Fig. 1: cell classes on the final placement
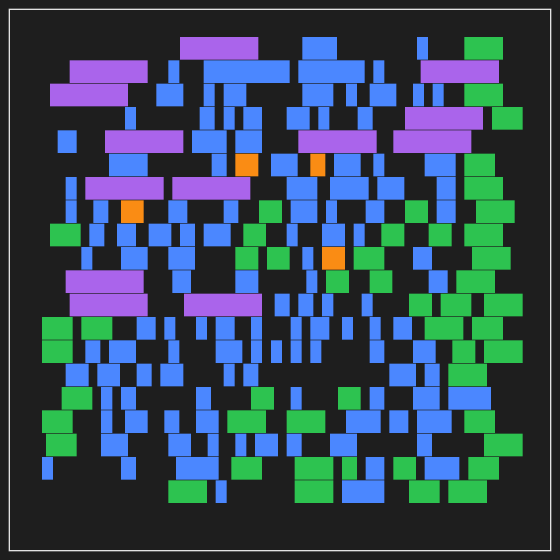
Fig. 2: routing congestion
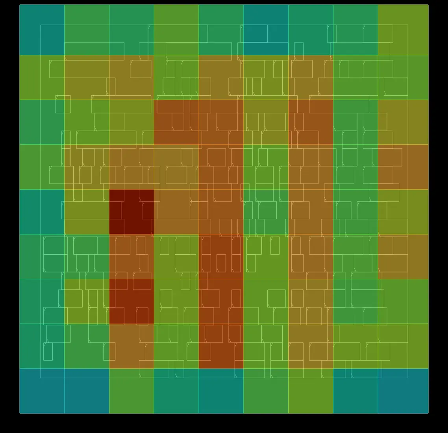
--- src/rtl/mips_mc_pkg.sv ---
// Shared types and constants for the multicycle MIPS control unit.
// The JUMP state exists only when MC_JUMP_EN is defined.
package mips_mc_pkg;

  typedef enum logic [3:0] {
    FETCH   = 4'd0,
    DECODE  = 4'd1,
    MEMADR  = 4'd2,
    MEMRD   = 4'd3,
    MEMWB   = 4'd4,
    MEMWR   = 4'd5,
    EXECUTE = 4'd6,
    ALUWB   = 4'd7,
    BRANCH  = 4'd8,
    ADDIEX  = 4'd9,
    ADDIWB  = 4'd10,
`ifdef MC_JUMP_EN
    JUMP    = 4'd11,
`endif
    ERROR   = 4'd12
  } state_e;

  localparam logic [5:0] OP_RTYPE = 6'b000000;
  localparam logic [5:0] OP_LW    = 6'b100011;
  localparam logic [5:0] OP_SW    = 6'b101011;
  localparam logic [5:0] OP_BEQ   = 6'b000100;
  localparam logic [5:0] OP_ADDI  = 6'b001000;
  localparam logic [5:0] OP_J     = 6'b000010;

  localparam logic [5:0] F_ADD = 6'b100000;
  localparam logic [5:0] F_SUB = 6'b100010;
  localparam logic [5:0] F_AND = 6'b100100;
  localparam logic [5:0] F_OR  = 6'b100101;
  localparam logic [5:0] F_SLT = 6'b101010;

  localparam int ALU_CODE_W = 3;
  localparam logic [ALU_CODE_W-1:0] ALU_AND = 3'b000;
  localparam logic [ALU_CODE_W-1:0] ALU_OR  = 3'b001;
  localparam logic [ALU_CODE_W-1:0] ALU_ADD = 3'b010;
  localparam logic [ALU_CODE_W-1:0] ALU_SUB = 3'b110;
  localparam logic [ALU_CODE_W-1:0] ALU_SLT = 3'b111;

  // States that hold mem_req high and wait for mem_ack.
  function automatic logic is_mem_state(state_e s);
    return (s == FETCH) || (s == MEMRD) || (s == MEMWR);
  endfunction

endpackage

--- src/rtl/mc_alu_decoder.sv ---
// Combinational R-type funct decoder: yields the ALU operation code and
// whether the funct is one the datapath supports.
module mc_alu_decoder
  import mips_mc_pkg::*;
(
  input  logic [5:0]            funct,
  output logic [ALU_CODE_W-1:0] alu_ctrl,
  output logic                  legal
);

  always_comb begin
    alu_ctrl = ALU_ADD;
    legal    = 1'b1;
    case (funct)
      F_ADD:   alu_ctrl = ALU_ADD;
      F_SUB:   alu_ctrl = ALU_SUB;
      F_AND:   alu_ctrl = ALU_AND;
      F_OR:    alu_ctrl = ALU_OR;
      F_SLT:   alu_ctrl = ALU_SLT;
      default: legal    = 1'b0;
    endcase
  end

endmodule

--- src/rtl/mc_control_unit.sv ---
// Multicycle MIPS control FSM with memory wait/timeout handling and a sticky
// error state. Define MC_JUMP_EN to support the j instruction.
module mc_control_unit
  import mips_mc_pkg::*;
#(
  parameter int ALUCTRL_W   = 3,
  parameter int MEM_TIMEOUT = 16,
  parameter int TO_CNT_W    = 8
) (
  input  logic                 clk,
  input  logic                 reset,
  input  logic [5:0]           op,
  input  logic [5:0]           funct,
  input  logic                 zero,
  input  logic                 mem_ack,
  output logic                 mem_req,
  output logic                 IorD,
  output logic                 MemWrite,
  output logic                 IRWrite,
  output logic                 RegDst,
  output logic                 MemtoReg,
  output logic                 RegWrite,
  output logic                 ALUSrcA,
  output logic [1:0]           ALUSrcB,
  output logic [1:0]           PCSrc,
  output logic                 PCEn,
  output logic [ALUCTRL_W-1:0] ALUControl,
  output logic                 err,
  output logic [3:0]           state_o
);

  localparam logic [TO_CNT_W-1:0] TIMEOUT_CNT = TO_CNT_W'(MEM_TIMEOUT);

  state_e                state_q, state_d;
  logic [TO_CNT_W-1:0]   wait_cnt_q, wait_cnt_d;
  logic                  err_q, err_d;
  logic [TO_CNT_W-1:0]   wait_inc;
  logic                  timed_out;
  state_e                stall_state;
  logic [ALU_CODE_W-1:0] dec_alu, alu_code;
  logic                  dec_legal;

  mc_alu_decoder u_alu_dec (
    .funct    (funct),
    .alu_ctrl (dec_alu),
    .legal    (dec_legal)
  );

  // Memory handshake: mem_req is held for the whole stay in a memory state;
  // the access completes on the cycle mem_ack=1 is seen while mem_req=1, and
  // mem_ack in any other state has no effect. An ack on the cycle the wait
  // count would hit MEM_TIMEOUT still completes the access.
  assign wait_inc    = wait_cnt_q + 1'b1;
  assign timed_out   = (MEM_TIMEOUT != 0) && (wait_inc == TIMEOUT_CNT);
  assign stall_state = timed_out ? ERROR : state_q;

  always_comb begin
    state_d    = state_q;
    wait_cnt_d = '0;
    if (is_mem_state(state_q) && !mem_ack) wait_cnt_d = wait_inc;
    case (state_q)
      FETCH:   state_d = mem_ack ? DECODE : stall_state;
      DECODE: begin
        case (op)
          OP_LW, OP_SW: state_d = MEMADR;
          OP_RTYPE:     state_d = EXECUTE;
          OP_BEQ:       state_d = BRANCH;
          OP_ADDI:      state_d = ADDIEX;
`ifdef MC_JUMP_EN
          OP_J:         state_d = JUMP;
`endif
          default:      state_d = ERROR;
        endcase
      end
      MEMADR:  state_d = (op == OP_SW) ? MEMWR : MEMRD;
      MEMRD:   state_d = mem_ack ? MEMWB : stall_state;
      MEMWR:   state_d = mem_ack ? FETCH : stall_state;
      EXECUTE: state_d = dec_legal ? ALUWB : ERROR;
      ADDIEX:  state_d = ADDIWB;
      MEMWB, ALUWB, BRANCH, ADDIWB: state_d = FETCH;
`ifdef MC_JUMP_EN
      JUMP:    state_d = FETCH;
`endif
      ERROR:   state_d = ERROR;
      default: state_d = ERROR;
    endcase
    err_d = err_q | (state_d == ERROR);
  end

  always_ff @(posedge clk or posedge reset) begin
    if (reset) begin
      state_q    <= FETCH;
      wait_cnt_q <= '0;
      err_q      <= 1'b0;
    end else begin
      state_q    <= state_d;
      wait_cnt_q <= wait_cnt_d;
      err_q      <= err_d;
    end
  end

  // Outputs follow the state; only IRWrite/PCEn look at mem_ack or zero.
  always_comb begin
    mem_req  = 1'b0;
    IorD     = 1'b0;
    MemWrite = 1'b0;
    IRWrite  = 1'b0;
    RegDst   = 1'b0;
    MemtoReg = 1'b0;
    RegWrite = 1'b0;
    ALUSrcA  = 1'b0;
    ALUSrcB  = 2'b00;
    PCSrc    = 2'b00;
    PCEn     = 1'b0;
    alu_code = '0;
    if (!reset) begin
      case (state_q)
        FETCH: begin
          mem_req  = 1'b1;
          ALUSrcB  = 2'b01;
          alu_code = ALU_ADD;
          IRWrite  = mem_ack;
          PCEn     = mem_ack;
        end
        DECODE: begin
          ALUSrcB  = 2'b10;
          alu_code = ALU_ADD;
        end
        MEMADR, ADDIEX: begin
          ALUSrcA  = 1'b1;
          ALUSrcB  = 2'b10;
          alu_code = ALU_ADD;
        end
        MEMRD: begin
          mem_req = 1'b1;
          IorD    = 1'b1;
        end
        MEMWB: begin
          RegWrite = 1'b1;
          MemtoReg = 1'b1;
        end
        MEMWR: begin
          mem_req  = 1'b1;
          IorD     = 1'b1;
          MemWrite = 1'b1;
        end
        EXECUTE: begin
          ALUSrcA  = 1'b1;
          alu_code = dec_alu;
        end
        ALUWB: begin
          RegWrite = 1'b1;
          RegDst   = 1'b1;
        end
        BRANCH: begin
          ALUSrcA  = 1'b1;
          alu_code = ALU_SUB;
          PCSrc    = 2'b01;
          PCEn     = zero;
        end
        ADDIWB:  RegWrite = 1'b1;
`ifdef MC_JUMP_EN
        JUMP: begin
          PCSrc = 2'b10;
          PCEn  = 1'b1;
        end
`endif
        default: ;
      endcase
    end
  end

  assign ALUControl = ALUCTRL_W'(alu_code);
  assign err        = err_q;
  assign state_o    = reset ? 4'd0 : 4'(state_q);

endmodule

--- config.mk ---
export PLATFORM = sky130hd
export DESIGN_NAME = mc_control_unit
export DESIGN_NICKNAME = d
export VERILOG_FILES = /design/src/rtl/mips_mc_pkg.sv /design/src/rtl/mc_alu_decoder.sv /design/src/rtl/mc_control_unit.sv
export SDC_FILE = /design/constraint.sdc
export NUM_CORES = 1
export LEC_CHECK = 0
export CAP_MARGIN = 25
export CELL_PAD_IN_SITES_DETAIL_PLACEMENT = 1
export CELL_PAD_IN_SITES_GLOBAL_PLACEMENT = 1
export CORE_MARGIN = 3
export CORE_UTILIZATION = 36
export DETAILED_ROUTE_END_ITERATION = 8
export PLACE_DENSITY_LB_ADDON = 0.1
export SETUP_SLACK_MARGIN = 0.2
export SKIP_CTS_REPAIR_TIMING = 1
export SLEW_MARGIN = 10
export SYNTH_ARGS = -nofsm -noshare
export SYNTH_HDL_FRONTEND = slang
export SYNTH_HIERARCHICAL = 1
export SYNTH_SLANG_ARGS = --single-unit
--- constraint.sdc ---
create_clock -name clk -period 3.2 [get_ports clk]
set_input_delay 0.8 -clock clk [delete_from_list [all_inputs] [get_ports clk]]
set_output_delay 0.8 -clock clk [all_outputs]
set_load 0.02 [all_outputs]
==> CHANGELOG.md <==
### Changed

* Yosys reg bits at 13
* Seq pwr share at 0.250
* Final hold slack at ~510 ps
* CTS root buf: clkbuf_4
* Logic cell area at a little under 800 um2
* Die X-Extent at approximately 63 um
* Number of port buffers at 35
* Post-DRT Antenna Nets at 0
* Vias at between 1000 and 1500
* Slowest-stage cell, CP: clkdlybuf4s50_1
* Hold Crit Class: reg -> reg
* Nets at slightly above 200
* Crit path DRT at ~2400 ps
* Ys Warns at 6
* Commonest flop: dfrtp_1
* Fin cells at 231
* Main area contributors: dfrtp_1 (28%), nor2_1 (7.1%), nand2_1 (4.5%), nand3_1 (3.4%), xnor2_1 (3.0%)
* CTS Buffer Depth at 2
* Largest area contributor in the netlist: dfrtp_1
* CP Class: in -> out
* Ys async rst share at 1.00
* DR iter-0 viols at 35
* Max_slew headroom at 0.491
* Run status: finished, final reports clean
* Syn Std Cell Area at 1170 um2
* Clock share of power at 0.109
* CTS tree: built
* F_max at between 300 and 400 MHz
* Layout fillers at approximately 390
* Worst r2r dst: err
* Io pins at 37
* Number of enable flip-flop cells at 0
* Slowest stage delay, CP at approximately 480 ps
* Dpl cells at ~230
* Worst setup startpoint: funct[2]
* Register share after synthesis at 0.279
* Internal power at around 0.51 mW
* Pleak at around 0.94 nW
* Post-synth top cells: nor2_1 (22), nand2_1 (14), dfrtp_1 (13), nand3_1 (8), inv_1 (6)
Notes on Fig. 1 above:
purple -> sequential cells  # cells 13
green -> remaining buffers and delay cells  # cells 49
orange -> clock drivers and dummy loads  # cells 4
blue -> combinational and other logic  # cells 121
core area: 3080 um2
finished layout cell area: 1700 um2

Notes on Fig. 2 above:
fin util: 0.552
met2 Use GR: 0.331
GRT met1 Usage: 0.259

[power by group through the flow]
| stage | clock network, mW | logic [mW] | registers [mW] |
|---|---|---|---|
| after detailed placement | 0 | 0.632 | 0.244 |
| after CTS | 0.112 | 0.635 | 0.241 |
| after global placement | 0 | 0.612 | 0.240 |
| final | 0.107 | 0.625 | 0.244 |
| after global routing | 0.122 | 0.695 | 0.251 |
| after floorplan | 0 | 0.416 | 0.221 |
[state kept, by name, summed over array words and instances, names as in the netlist]
signal,flops
state_q,4
wait_cnt_q,8
err,1
[how the worst min path moves through the flow]
stage / startpoint / endpoint / slack, ps / cells after the start
3_3_place_gp: err / err / 470 / 2
4_1_cts: err / err / 510 / 2
2_1_floorplan: wait_cnt_q[0] / wait_cnt_q[0] / 480 / 1
6_report: err / err / 510 / 2
3_5_place_dp: err / err / 480 / 2
5_1_grt: err / err / 530 / 2
[routing by layer]
layer	vias to the layer above	GRT usage	share of wire
met2	33	0.331	0.48
met3	0	0.0504	0.045
li1	594	-	-
met4	0	0.0331	0
met1	595	0.259	0.48
met5	-	0	0
[placed cells by master, fill, tap and decap left out, drive strengths merged, types with 3 or more instances in the layout]
cell / n
inv: 6
nand2: 14
o31ai: 3
nand2b: 3
clkbuf: 3
buf: 15
dlymetal6s2s: 18
nor3: 5
a31oi: 4
dfrtp: 13
and3: 3
a21oi: 5
clkdlybuf4s50: 16
xnor2: 4
nand3: 8
o21ai: 3
nor2b: 5
nor2: 23
xor2: 3
[critical path, delay by kind of cell]
| kind | cells | cell delay (ps) |
|---|---|---|
| buffers and inverters | 2 | 740 |
| and+or+nand+nor | 2 | 420 |
| AOI/OAI and AO/OA | 1 | 210 |
[metrics by stage]
step	setup slack [ps]	TNS (ps)	util
2_1_floorplan	389	0	-
3_3_place_gp	-162	-337	0.524
3_5_place_dp	-172	-458	0.524
4_1_cts	-174	-474	0.533
5_1_grt	86.3	0	0.552
6_report	222	0	0.552
[final cells by class]
cell class,instances,area share
well taps,44,0.0324
clock buffers,3,0.0133
repair buffers,49,0.292
multi-input cells,115,0.455
clock inverters,1,0.00295
inverters,6,0.0133
flip-flops and latches,13,0.192
[kinds of logic (layout without fill, tap and decap cells)]
group / Yosys count / after routing / share of synthesized area
and+or+nand+nor: 77 / 77 / 0.374
other: 1 / 1 / 0.00321
muxes: 2 / 2 / 0.0182
AOI/OAI and AO/OA: 27 / 27 / 0.190
xor gates and xnor gates: 7 / 7 / 0.0525
buffers and inverters: 14 / 59 / 0.0729
DFF: 13 / 13 / 0.279
adders and majority gates: 1 / 1 / 0.0107
No activity file was given, so power comes from the tool's default toggle rates.
